Fig. 1: run 1, clock wiring as the flow saved it
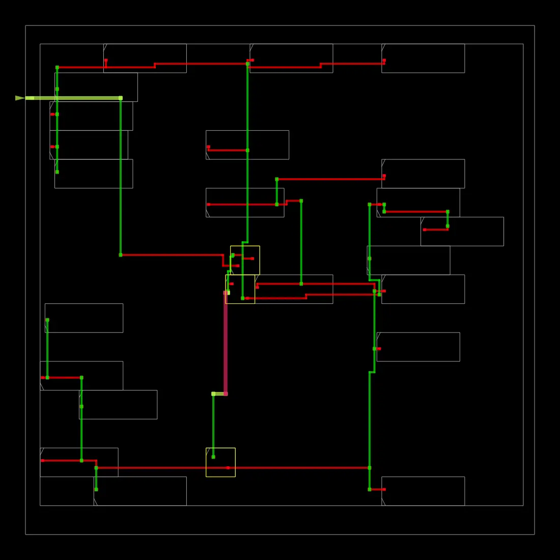
Fig. 2: run 1, placement by cell class
Fill, decap, tap and diode cells in grey.
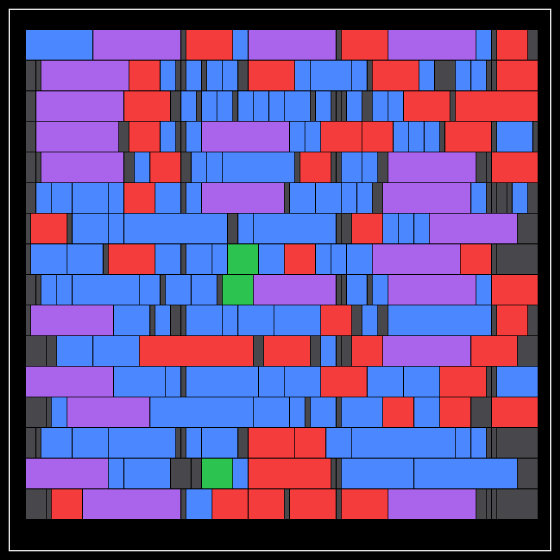
Fig. 3: run 1, clock network drawn from the DEF
Bar = 10 um.
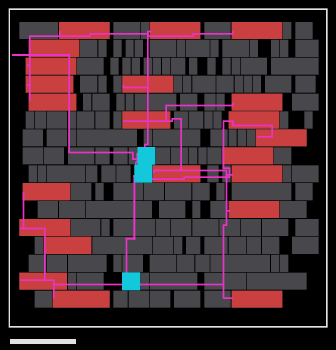
==> config.mk <==
export PLATFORM = sky130hd
export DESIGN_NAME = serdes_deser
export DESIGN_NICKNAME = d
export VERILOG_FILES = /design/src/rtl/serdes_pkg.sv /design/src/rtl/deser_shift_reg.sv /design/src/rtl/serdes_deser.sv
export SDC_FILE = /design/constraint.sdc
export NUM_CORES = 1
export LEC_CHECK = 0
export ABC_AREA = 1
export CORE_UTILIZATION = 49
export CTS_BUF_LIST = sky130_fd_sc_hd__clkbuf_4 sky130_fd_sc_hd__clkbuf_8
export CTS_CLUSTER_SIZE = 20
export DETAILED_ROUTE_END_ITERATION = 7
export PLACE_DENSITY = 0.77
export SETUP_SLACK_MARGIN = 0.3
export SYNTH_ARGS = -nofsm -noshare
export SYNTH_HDL_FRONTEND = slang
export SYNTH_SLANG_ARGS = --single-unit
==> constraint.sdc <==
create_clock -name clk_i -period 1.25 [get_ports clk_i]
set_input_delay 0.3125 -clock clk_i [delete_from_list [all_inputs] [get_ports clk_i]]
set_output_delay 0.3125 -clock clk_i [all_outputs]
set_load 0.03 [all_outputs]
==> run notes <==
Results of the flow run.

The report lists the number of cells resized after CTS as ~67. The net count after synthesis is 151. STA classifies the critical path startpoint as a register.

The via count of the routed design stands at 1,112. The cell-mix breakdown from Yosys lists the compound-gate area share as 0.1014. The signal on the critical path passes through inv_2 -> ha_4 -> inv_4 -> nand3_4 -> nor2_8 -> buf_6 -> nand4_1 -> nand2_1 -> nor2_2. The number of warnings reported in the stage logs is 31.

The number of flip-flops in the largest register stands at 8. The checks that failed: negative setup slack. The tree is rooted in a sky130_fd_sc_hd__clkbuf_4. Including well taps, the total number of placed cells is 192. The number of cells on the worst hold path stands at 3.

The pin closest to its max-slew limit shows a slew of 471.5 ps. The longest clock path from root to sink contains 2 buffers. The count of nets left with antenna violations once routing finished came out at 0.

The mapped netlist covers about 1000 um^2. The half-perimeter wire length after detailed placement stands at 1529 um. The placer congestion estimate stands at 0.8077. For this run, the total global-route usage over all layers was measured as 0.2900. The final worst-path cycle share stands at 1.175.

In this run the worst path has a maximum fanout of 6. The maximum operating frequency stands at just under 700 MHz. The run finished, with violations left. The initialized floorplan defines 16 standard-cell rows. Excluding fillers, the count of instances in the completed layout stands at 212. The count of final max-slew check failures stands at 0. The fraction of the core area covered by cells at the end of the flow stands at 0.8952.

The power report lists cell-internal power as about 0.95 mW. The height of the chip stands at ~48 um. Per STA, the worst path accumulates the most delay in the family simple AND/OR/NAND/NOR gates. The synthesized-area fraction occupied by adder cells stands at 0.06039.

Per the detail_route report, vias per standard cell equal 5.245. The flow reported a cell area power density of roughly 740 nW/um^2. The buffers inserted during post-CTS setup optimization stands at 9. The via count of the first global-routing pass stands at 981.

For the worst flop-to-flop path, the logic depth is 9. The number of nets in the finished design stands at 198. The mux share of post-synthesis cell area stands at 0. The worst setup path is captured at a register. The final tally of hold violations stands at 0. The highest cell delay on the worst timing path stands at 370 ps. The number of setup violations in the final report stands at 23. The initial antenna violation count stands at 0. In the layout the commonest cells are 26 x sky130_fd_sc_hd__inv_1, 23 x sky130_fd_sc_hd__nand2_1, 18 x sky130_fd_sc_hd__buf_6. Per the OpenROAD timing report, the critical path contains 9 cells. The timing report gives the clock slew at the launch and capture registers of the worst setup and hold paths as 130 ps. The post-synthesis share of cell area spent on xor and xnor gates stands at 0. After layout, the minimum clock period comes to 1469 ps. The fraction of power consumed by sequential logic stands at 0.547. The top-level port count stands at 17. The antenna diode instance count stands at 0. Of the cells placed in the final design, the portion with a size suffix greater than 1 is 0.5405.

The final timing report gives a worst setup slack of -218.6 ps. In this run the number of H-tree levels came out at 1. In the post-route report, total wirelength is listed as 3364 um.

Per the GRT congestion report, total overflow comes to 0. According to the floorplan report, the total die area is ~2300 um^2. After synthesis, the largest family of logic cells by area is simple AND/OR/NAND/NOR gates. The number of buffers inserted by hold repair at cts stands at 0. The net switching power figure stands at 0.3613 mW. The data required time at the worst endpoint stands at 1470 ps. Setup repair after global routing could not meet its margin everywhere. The number of violations reported at the end of detailed-routing iteration 0 stands at 24. The first global-routing pass estimated 4560 um of wire.

The worst-case max-slew headroom was logged as 0.6853. For this run, the chip area from Yosys synthesis comes to 1036 um^2. The growth of design area from synthesis to finish stands at 71.26%. The number of cell instances after yosys synthesis stands at 140. For this run, the number of Yosys warnings is 0. The DRC violation count after routing stands at 0.

The post-synthesis simple-gate area fraction stands at 0.2959. The final hold slack stands at 431.6 ps. The path class of the tightest hold or removal check is in2reg. Setup slack on the worst path after placement came out at -409.1 ps.

The run reported a max-capacitance violation count of 0. The starting utilization of the core area stands at 0.5227. The switching share of power stands at 0.2757. The internal reg-to-reg setup slack stands at -220 ps. The leakage power in the latest report is 0.7647 nW.

In the final routed layout, each cell accounts on average for 15.87 um. Per the STA report, the cell with the highest stage delay on the worst path is sky130_fd_sc_hd__dfxtp_2. The average footprint of a synthesized cell stands at 7.400 um^2.

The placement stage leaves a total instance area of 1341 um^2. The register share after synthesis stands at 0.4251. The total iterations of the first detailed-routing run stands at 6. The summed negative setup slack over all endpoints stands at -2724 ps. Counting both buffers and inverters, the worst setup path holds a total of 3.

The floorplan step set the die width to 47.98 um. The number of cells produced by synthesis stands at 140. The buffer_ports step reported a buffer count of 16. The overall power after layout stands at 1.311 mW. The pin count of the biggest net entering global routing stands at 12. The post-synthesis sequential element count stands at 22.

TritonCTS built the clock tree. According to the timing report, the arrival time at the worst endpoint equals about 1700 ps. The proportion of power drawn by combinational gates stands at 0.195.

The distinct cell type count after synthesis stands at 18. In the setup report, the worst path falls into the class reg2reg. Among logic cells in the layout, the one with the most instances is sky130_fd_sc_hd__inv_1. The highest ir drop seen on vdd stands at 826.8 uV.
Notes on Fig. 1 above:
registers: 22
CTS Sinks: 22
insertion delay of the later-clocked pin in the worst-skew pair: 310 ps
clock buffer count from CTS: 3
worst setup skew after layout: 1.524 ps

Notes on Fig. 2 above:
colour	class	cells	share of their area
purple	sequential cells	22	27%
red	remaining buffers and delay cells	43	26%
green	clock drivers	3	1.3%
blue	combinational and other logic	117	47%
sequential cell area share: 0.2602
core area: 1982 um^2
total non-filler cell area in the finished layout: 1774 um^2

Notes on Fig. 3 above:
[magenta] clock wires | length: 279 um
[cyan] clock drivers | count: 3
[red] flip-flops | count: 22
routed clock nets	4
flops lie	spread over the die
clock group share of total power: 0.258
clock group total power: 0.338 mW

run 1: cell type report:
type / instances / area [um^2]
flip-flops and latches: 22 / 461.7
well taps: 27 / 33.78
fillers: 86 / 207.7
inverters: 30 / 116.4
clock buffers: 3 / 22.52
repair buffers: 43 / 444.2
multi-input cells: 87 / 695.7
run 1: metal layers:
layer,share of wire,GRT usage
met2,0.50,0.5054
met4,0.014,0.1056
met3,0.052,0.02264
met5,0,0
met1,0.43,0.3721
run 1: cell usage after synthesis (all sizes together):
master / count / share of area
nor2: 18 / 0.081
clkinv: 1 / 0.0036
nand2: 26 / 0.097
ha: 5 / 0.060
or2: 2 / 0.012
a22oi: 2 / 0.014
nand3: 6 / 0.053
nand4: 8 / 0.048
nor3: 1 / 0.0048
o21ai: 7 / 0.034
a21oi: 11 / 0.053
buf: 2 / 0.0084
inv: 29 / 0.11
dfxtp: 22 / 0.43
run 1: worst register-to-register path: stages, from the launching register on:
cell and delay [ps]:
sky130_fd_sc_hd__dfxtp_2 370, sky130_fd_sc_hd__inv_2 60, sky130_fd_sc_hd__ha_4 170, sky130_fd_sc_hd__inv_4 60
sky130_fd_sc_hd__nand3_4 100, sky130_fd_sc_hd__nor2_8 200, sky130_fd_sc_hd__buf_6 140, sky130_fd_sc_hd__nand4_1 120
sky130_fd_sc_hd__nand2_1 130, sky130_fd_sc_hd__nor2_2 40
run 1: power by group through the flow:
stage	clock network [mW]	registers [mW]	logic [mW]
3_5_place_dp	0	0.732	0.145
2_1_floorplan	0	0.733	0.0851
3_3_place_gp	0	0.732	0.143
6_report	0.338	0.717	0.255
5_1_grt	0.355	0.718	0.271
4_1_cts	0.324	0.718	0.212
run 1: cells by family after synthesis:
logic type / after synthesis
AOI/OAI and AO/OA: 20
adders and majority gates: 5
buffers and inverters: 32
DFF: 22
and+or+nand+nor: 61
No activity file was given, so power comes from the tool's default toggle rates.
